<file path="src/rtl/digit_entry.sv">
// digit_entry: player-input front end for the memorization game.
// Debounces enter/backspace and assembles a 4-digit, 16-bit guess.

module digit_entry_debounce #(
  parameter int CYCLES = 4
) (
  input  logic clk,
  input  logic rst,
  input  logic raw,
  output logic rise
);
  localparam int CW = $clog2(CYCLES + 1);
  localparam logic [CW-1:0] LIMIT = CW'(CYCLES);

  logic          s1;
  logic          s2;
  logic          level;
  logic          level_d;
  logic [CW-1:0] cnt;

  always_ff @(posedge clk) begin
    if (rst) begin
      s1      <= 1'b0;
      s2      <= 1'b0;
      level   <= 1'b0;
      level_d <= 1'b0;
      cnt     <= '0;
    end else begin
      s1      <= raw;
      s2      <= s1;
      level_d <= level;
      if (s2 == level) begin
        cnt <= '0;
      end else if (cnt == LIMIT) begin
        level <= s2;
        cnt   <= '0;
      end else begin
        cnt <= cnt + CW'(1);
      end
    end
  end

  // only a press (rising debounced level) is an event
  assign rise = level & ~level_d;
endmodule

module digit_entry #(
  parameter int DEBOUNCE_CYCLES = 100000,
  parameter int MAX_DIGIT       = 8
) (
  input  logic        clk,
  input  logic        rst,
  input  logic        arm,
  input  logic [3:0]  sw_digit,
  input  logic        btn_enter,
  input  logic        btn_back,
  output logic [15:0] user_int,
  output logic [2:0]  digit_count,
  output logic        entry_done,
  output logic        entry_valid,
  output logic        reject
);
  localparam logic [3:0] MAX_D = 4'(MAX_DIGIT);

  typedef enum logic [1:0] {
    IDLE,
    ENTRY,
    DONE
  } state_t;

  state_t      state;
  state_t      state_nx;
  logic [3:0]  sw1;
  logic [3:0]  sw2;
  logic        enter_ev;
  logic        back_ev;
  logic [15:0] ui_nx;
  logic [2:0]  cnt_nx;
  logic        valid_nx;
  logic        rej_nx;

  digit_entry_debounce #(
    .CYCLES(DEBOUNCE_CYCLES)
  ) u_enter (
    .clk (clk),
    .rst (rst),
    .raw (btn_enter),
    .rise(enter_ev)
  );

  digit_entry_debounce #(
    .CYCLES(DEBOUNCE_CYCLES)
  ) u_back (
    .clk (clk),
    .rst (rst),
    .raw (btn_back),
    .rise(back_ev)
  );

  always_ff @(posedge clk) begin
    if (rst) begin
      sw1 <= 4'h0;
      sw2 <= 4'h0;
    end else begin
      sw1 <= sw_digit;
      sw2 <= sw1;
    end
  end

  always_ff @(posedge clk) begin
    if (rst) begin
      state       <= IDLE;
      user_int    <= 16'h0000;
      digit_count <= 3'd0;
      entry_valid <= 1'b0;
      reject      <= 1'b0;
    end else begin
      state       <= state_nx;
      user_int    <= ui_nx;
      digit_count <= cnt_nx;
      entry_valid <= valid_nx;
      reject      <= rej_nx;
    end
  end

  // arm outranks everything; backspace outranks enter
  always_comb begin
    state_nx = state;
    ui_nx    = user_int;
    cnt_nx   = digit_count;
    valid_nx = 1'b0;
    rej_nx   = 1'b0;
    if (arm) begin
      state_nx = ENTRY;
      ui_nx    = 16'h0000;
      cnt_nx   = 3'd0;
    end else if (state == ENTRY) begin
      priority case (1'b1)
        back_ev: begin
          if (digit_count != 3'd0) begin
            ui_nx  = {4'h0, user_int[15:4]};
            cnt_nx = digit_count - 3'd1;
          end
        end
        enter_ev && (sw2 > MAX_D): begin
          rej_nx = 1'b1;
        end
        enter_ev: begin
          ui_nx  = {user_int[11:0], sw2};
          cnt_nx = digit_count + 3'd1;
          if (digit_count == 3'd3) begin
            state_nx = DONE;
            valid_nx = 1'b1;
          end
        end
        default: ;
      endcase
    end
  end

  assign entry_done = (state == DONE);
endmodule
</file>
<file path="config.mk">
export PLATFORM = sky130hd
export DESIGN_NAME = digit_entry
export DESIGN_NICKNAME = d
export VERILOG_FILES = /design/src/rtl/digit_entry.sv
export SDC_FILE = /design/constraint.sdc
export NUM_CORES = 1
export LEC_CHECK = 0
export ABC_CLOCK_PERIOD_IN_PS = 4000
export CORE_ASPECT_RATIO = 1.75
export CORE_MARGIN = 4
export CORE_UTILIZATION = 45
export CTS_CLUSTER_DIAMETER = 30
export DETAILED_ROUTE_END_ITERATION = 10
export PLACE_DENSITY = 0.65
export REMOVE_ABC_BUFFERS = 1
export SYNTH_ARGS = -nofsm -noshare
export SYNTH_HDL_FRONTEND = slang
export SYNTH_HIERARCHICAL = 1
export SYNTH_SLANG_ARGS = --single-unit
export TNS_END_PERCENT = 50
</file>
<file path="constraint.sdc">
create_clock -name clk -period 4 [get_ports clk]
set_input_delay 1 -clock clk [delete_from_list [all_inputs] [get_ports clk]]
set_output_delay 1 -clock clk [all_outputs]
set_load 0.005 [all_outputs]
</file>
**Routed metal, one color a layer**

Scale bar: 20 um. Two of the layers only.
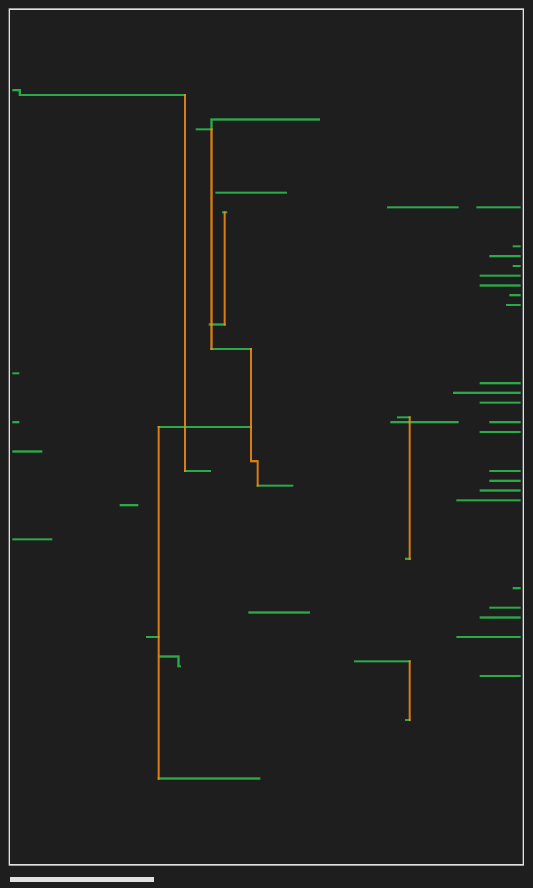
Key: green = M3 [wire length 253 um]; orange = M4 [wire length 195 um]

**M1 wires**

Scale bar: 20 um.
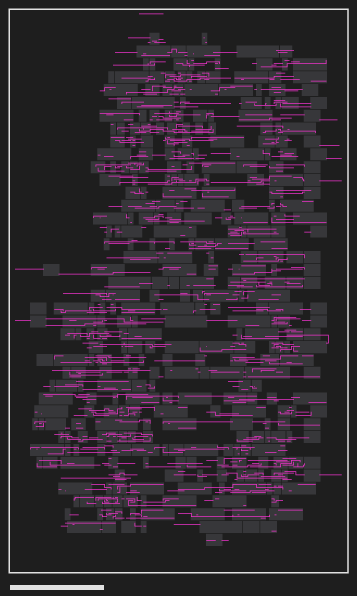
The wires run mostly horizontal. The layer holds 41% of the routed length. The layer carries 2550 um of wire. 333 nets have wire on it.

==> Slide: Implementation Results <==
Physical Implementation Snapshot

Outcome
  – Status: completed

Power
  – Sw power: 291.6 uW
  – Leakage: 1.126 nW
  – Switching share of total power: 19.72%

Run
  – OpenROAD warning count: 27

Cells and area
  – Signal buf overhead: 8.586%
  – ClkCell Share: 6.855%
  – Area-dominant cell class after layout: logic gates
  – Ant. Diodes: 0
  – Largest registers: u_back/cnt x17, u_enter/cnt x17, user_int x16
  – Share of layout cells above drive strength 1: 8.493%
  – Registers: 73

Yosys
  – Top-area cell share: 46.17%
  – Post-synth top area cell: dfxtp_1
  – Top non-seq family: simple AND/OR/NAND/NOR gates
  – Post-synthesis mux area share: 4.545%
  – Adders+Majority by Area: 2.213%
  – Synth Warn #: 6

Floorplan
  – Row cnt: 40
  – DIE WIDTH: 71.40 um
  – Tapcell Cnt: 84

STA
  – Setup TNS: 0 ps
  – RSZ-0062 raised after global routing: no
  – Period utilization: 65.54%

Worst setup path
  – Critical-path cell list: nor2b_1, or4b_4, a311oi_4, buf_4, nor2_1, a211oi_1
  – Flop2flop setup slack: 1380 ps
  – Critical Path RT: 4240 ps

Clocking
  – Hold-fix buffers, CTS: 0
  – CTS Buf Count: 9
  – H-tree Lvls: 3

Hold path
  – Hold endpoint: sw2[2]$_SDFF_PP0_
  – Worst Min Path Start: sw1[2]$_SDFF_PP0_
  – Worst hold stages: 1

Routing
  – DRT antenna net count: 0
  – First-pass iteration count of the detailed router: 4
**Close-up of the layout**

Scale bar: 5 um. Window x 44 to 64, y 79 to 99 um. Cells in gray, sequential cells in the stronger gray; small squares are vias.
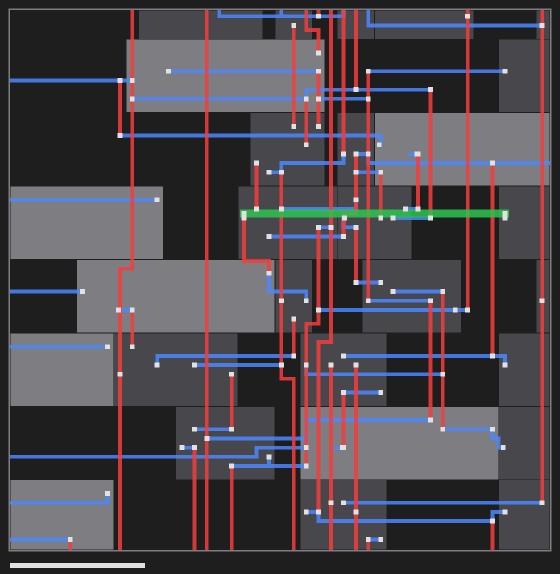
Key: green = M3; blue = M1; red = M2
Netlist names of flops here include `user_int` (4), `u_back/cnt` (3). Most frequent: dfxtp_1 (7), clkdlybuf4s50_1 (5), mux2i_1 (3). Sequential cells in the window: 7. 22 logic cells have their middle in the window.

**Wire density map**

The die is cut into 14 by 24 equal tiles; white is low, dark blue is high, scaled to the fullest tile. Values are wire area over tile area, all layers added.
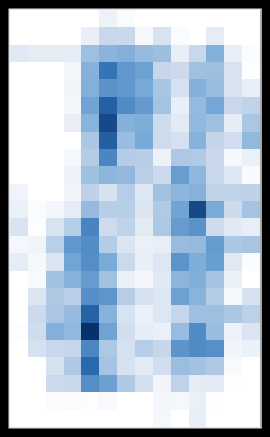
The fullest tile reaches 0.51. 13% of the tiles are over half the peak. The emptiest ninth of the die: top left. 24% of the tiles are nearly empty.

Power is estimated from default activity; no workload was simulated.
